### PDN straps and rails

Bar = 20 um. Pins as bars on the die edge.
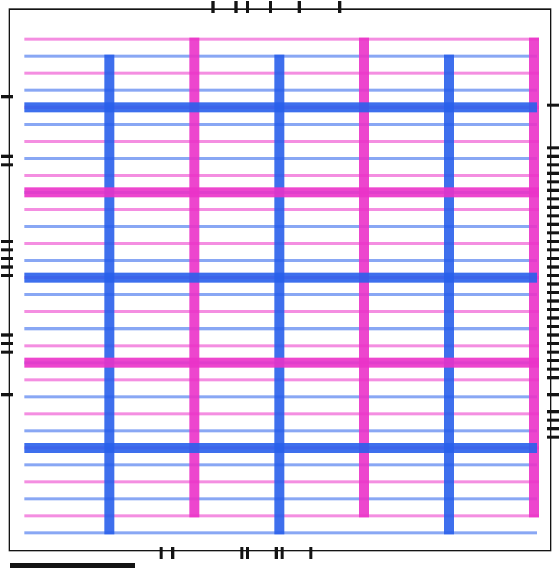
### Placement by cell class

Bar = 20 um.
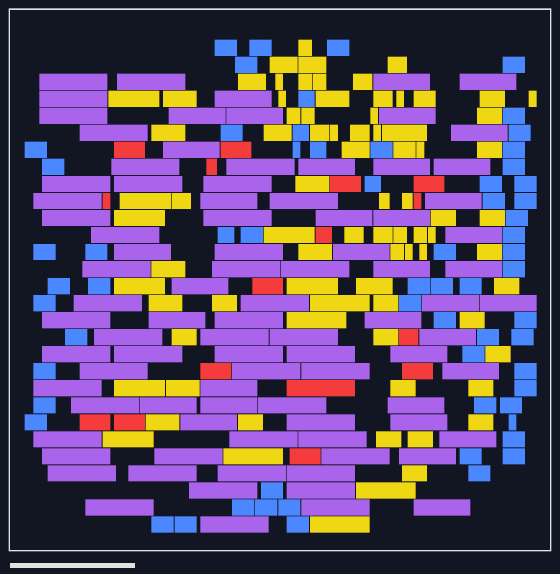
### Clock wires, drivers and flops

Bar = 20 um.
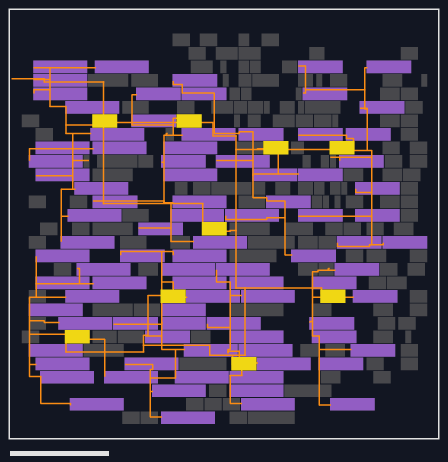
### Routed metal, one colour a layer

Only two layers are drawn.
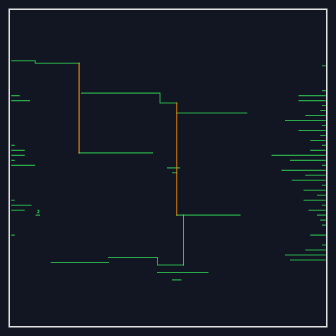
[config.mk]
export PLATFORM = sky130hd
export DESIGN_NAME = alu_issue_unit
export DESIGN_NICKNAME = d
export VERILOG_FILES = /design/src/rtl/alu_issue_unit.sv
export SDC_FILE = /design/constraint.sdc
export NUM_CORES = 1
export LEC_CHECK = 0
export CAP_MARGIN = 20
export CORE_MARGIN = 2
export CORE_UTILIZATION = 52
export DETAILED_ROUTE_END_ITERATION = 8
export PLACE_DENSITY_LB_ADDON = 0.3
export RECOVER_POWER = 50
export SLEW_MARGIN = 30
export SYNTH_ARGS = -nofsm -noshare
export SYNTH_HDL_FRONTEND = slang
export SYNTH_SLANG_ARGS = --single-unit
[constraint.sdc]
create_clock -name clk -period 2.73 [get_ports clk]
set_input_delay 0.546 -clock clk [delete_from_list [all_inputs] [get_ports clk]]
set_output_delay 0.546 -clock clk [all_outputs]
set_load 0.01 [all_outputs]
[src/rtl/alu_issue_unit.sv]
// Issue stage for the 4-bit ALU: request FIFO, IDLE/ISSUE/HOLD sequencer, registered result handshake.
// Optional macro ALU_ILLEGAL_OP_CHECK_EN flags sel[2:0] in {110,111} as illegal and forces a zero result.
module alu_issue_unit #(
  parameter int DEPTH  = 4,
  parameter int DATA_W = 4,
  parameter int SEL_W  = 5,
  parameter int RES_W  = 8
) (
  input  logic              clk,
  input  logic              rst_n,
  input  logic              in_valid,
  output logic              in_ready,
  input  logic [DATA_W-1:0] in_a,
  input  logic [DATA_W-1:0] in_b,
  input  logic [SEL_W-1:0]  in_sel,
  output logic [DATA_W-1:0] alu_a,
  output logic [DATA_W-1:0] alu_b,
  output logic [SEL_W-1:0]  alu_sel,
  input  logic [RES_W-1:0]  alu_out,
  input  logic              alu_zero,
  input  logic              alu_carry,
  output logic              res_valid,
  input  logic              res_ready,
  output logic [RES_W-1:0]  res_data,
  output logic              res_zero,
  output logic              res_carry,
  output logic [SEL_W-1:0]  res_sel,
  output logic              res_err,
  output logic              busy
);
  localparam int PTR_W = $clog2(DEPTH);
  localparam int CNT_W = PTR_W + 1;

  typedef struct packed {
    logic [DATA_W-1:0] a;
    logic [DATA_W-1:0] b;
    logic [SEL_W-1:0]  sel;
  } req_t;

  typedef enum logic [1:0] {IDLE, ISSUE, HOLD} state_t;

  req_t              r_mem [DEPTH];
  logic [PTR_W-1:0]  r_wr_ptr, r_rd_ptr;
  logic [CNT_W-1:0]  r_count;
  state_t            r_state, w_state_nxt;
  logic [DATA_W-1:0] r_alu_a, r_alu_b;
  logic [SEL_W-1:0]  r_alu_sel, r_cur_sel;
  logic              r_cur_ill;
  logic [RES_W-1:0]  r_res_data;
  logic              r_res_zero, r_res_carry, r_res_err;
  logic [SEL_W-1:0]  r_res_sel;

  logic w_empty, w_full, w_push, w_pop, w_capture, w_head_ill;
  req_t w_head, w_in_req;

  assign w_empty  = (r_count == '0);
  assign w_full   = (r_count == CNT_W'(DEPTH));
  assign w_push   = in_valid && !w_full;
  assign w_head   = r_mem[r_rd_ptr];
  assign w_in_req = '{a: in_a, b: in_b, sel: in_sel};

`ifdef ALU_ILLEGAL_OP_CHECK_EN
  assign w_head_ill = (w_head.sel[2:1] == 2'b11);
`else
  assign w_head_ill = 1'b0;
`endif

  // FIFO storage needs no reset: validity is tracked by r_count alone.
  always_ff @(posedge clk) begin
    if (w_push) r_mem[r_wr_ptr] <= w_in_req;
  end

  always_ff @(posedge clk or negedge rst_n) begin
    if (!rst_n) begin
      r_wr_ptr <= '0;
      r_rd_ptr <= '0;
      r_count  <= '0;
    end else begin
      if (w_push) r_wr_ptr <= r_wr_ptr + 1'b1;
      if (w_pop)  r_rd_ptr <= r_rd_ptr + 1'b1;
      case ({w_push, w_pop})
        2'b10:   r_count <= r_count + 1'b1;
        2'b01:   r_count <= r_count - 1'b1;
        default: r_count <= r_count;
      endcase
    end
  end

  always_ff @(posedge clk or negedge rst_n) begin
    if (!rst_n) r_state <= IDLE;
    else        r_state <= w_state_nxt;
  end

  always_comb begin
    w_state_nxt = r_state;
    w_pop       = 1'b0;
    w_capture   = 1'b0;
    case (r_state)
      IDLE: if (!w_empty) begin
        w_pop       = 1'b1;
        w_state_nxt = ISSUE;
      end
      ISSUE: begin
        w_capture   = 1'b1;
        w_state_nxt = HOLD;
      end
      HOLD: if (res_ready) begin
        w_pop       = !w_empty;
        w_state_nxt = w_empty ? IDLE : ISSUE;
      end
      default: w_state_nxt = IDLE;
    endcase
  end

  // An illegal op still occupies the ALU slot but presents opcode 0 to it.
  always_ff @(posedge clk or negedge rst_n) begin
    if (!rst_n) begin
      r_alu_a   <= '0;
      r_alu_b   <= '0;
      r_alu_sel <= '0;
      r_cur_sel <= '0;
      r_cur_ill <= 1'b0;
    end else if (w_pop) begin
      r_alu_a   <= w_head.a;
      r_alu_b   <= w_head.b;
      r_alu_sel <= w_head_ill ? '0 : w_head.sel;
      r_cur_sel <= w_head.sel;
      r_cur_ill <= w_head_ill;
    end
  end

  always_ff @(posedge clk or negedge rst_n) begin
    if (!rst_n) begin
      r_res_data  <= '0;
      r_res_zero  <= 1'b0;
      r_res_carry <= 1'b0;
      r_res_sel   <= '0;
      r_res_err   <= 1'b0;
    end else if (w_capture) begin
      r_res_data  <= r_cur_ill ? '0 : alu_out;
      r_res_zero  <= !r_cur_ill && alu_zero;
      r_res_carry <= !r_cur_ill && alu_carry;
      r_res_sel   <= r_cur_sel;
      r_res_err   <= r_cur_ill;
    end
  end

  assign in_ready  = !w_full;
  assign alu_a     = r_alu_a;
  assign alu_b     = r_alu_b;
  assign alu_sel   = r_alu_sel;
  assign res_valid = (r_state == HOLD);
  assign res_data  = r_res_data;
  assign res_zero  = r_res_zero;
  assign res_carry = r_res_carry;
  assign res_sel   = r_res_sel;
  assign res_err   = r_res_err;
  assign busy      = !w_empty || (r_state != IDLE);
endmodule

==> results.ini <==
[global_routing]
grt_pass1_wl_um = 8940

[min_path]
worstHoldPathType = flop to flop

[synthesis]
compound_area_frac = 0.00142
yosysMostFrequentCell = edfxtp_1
synth_area_um2 = 3520
ys_sh_xor = 0.0149
synth-simple-area-share = 0.0327
top_logic_kind = multiplexers

[run]
warning_count = 29
cap_violations = 1

[sta]
slew_viol_final = 38
post-route-period-util = 0.849
fin_crit_ps = 2320

[place]
dp.cells = 309

[status]
status = complete, but fails checks
violations = capacitance limit, slew limit

[cells_and_area]
fillers = 454
lay_top_cells = 52 x edfxtp_1, 42 x clkdlybuf4s50_1, 37 x dfrtp_1
final_core_util = 0.673
seq_share = 0.572
regArea_um2 = 2490
comb_area_frac = 0.215

[drt]
wl_met2_um = 2790
wirelength_met1_um = 2490

[critical_path]
setup.worst_path.start = r_count[0]$_DFFE_PN0P_
path_class = flop to output port
cp_max_fo = 4

[die]
fp_util = 0.545

[power]
pg_seq_uw = 2180
power_leader = registers

[clock_network]
clkTransAtPathRegs_ps = 80

-- 'PDN straps and rails' (at the start) --
VDD -> magenta
VSS -> blue
signal pins = 59
met4 straps = 6
met5 straps = 5

-- 'Placement by cell class' (at the start) --
clock drivers and dummy loads -> red  # cells 16, share of their area 4.6%
remaining buffers and delay cells -> blue  # cells 63, share of their area 14%
remaining logic cells -> yellow  # cells 80, share of their area 23%
registers -> purple  # cells 89, share of their area 59%

-- 'Clock wires, drivers and flops' (at the start) --
flip-flops -> purple  # count 89
clock wires -> orange  # length 911 um
clock-net drivers -> yellow  # count 9
routed clock nets = 10
Insertion Delay late pin: 350 ps
clock skew: 12.6 ps

-- 'Routed metal, one colour a layer' (at the start) --
M4 -> orange  # wire length 68.7 um
M3 -> green  # wire length 351 um
Avg WL per Cell: 17.5 um
routed vias: 1730
final WL: 5700 um
GRT Util Overall: 0.166

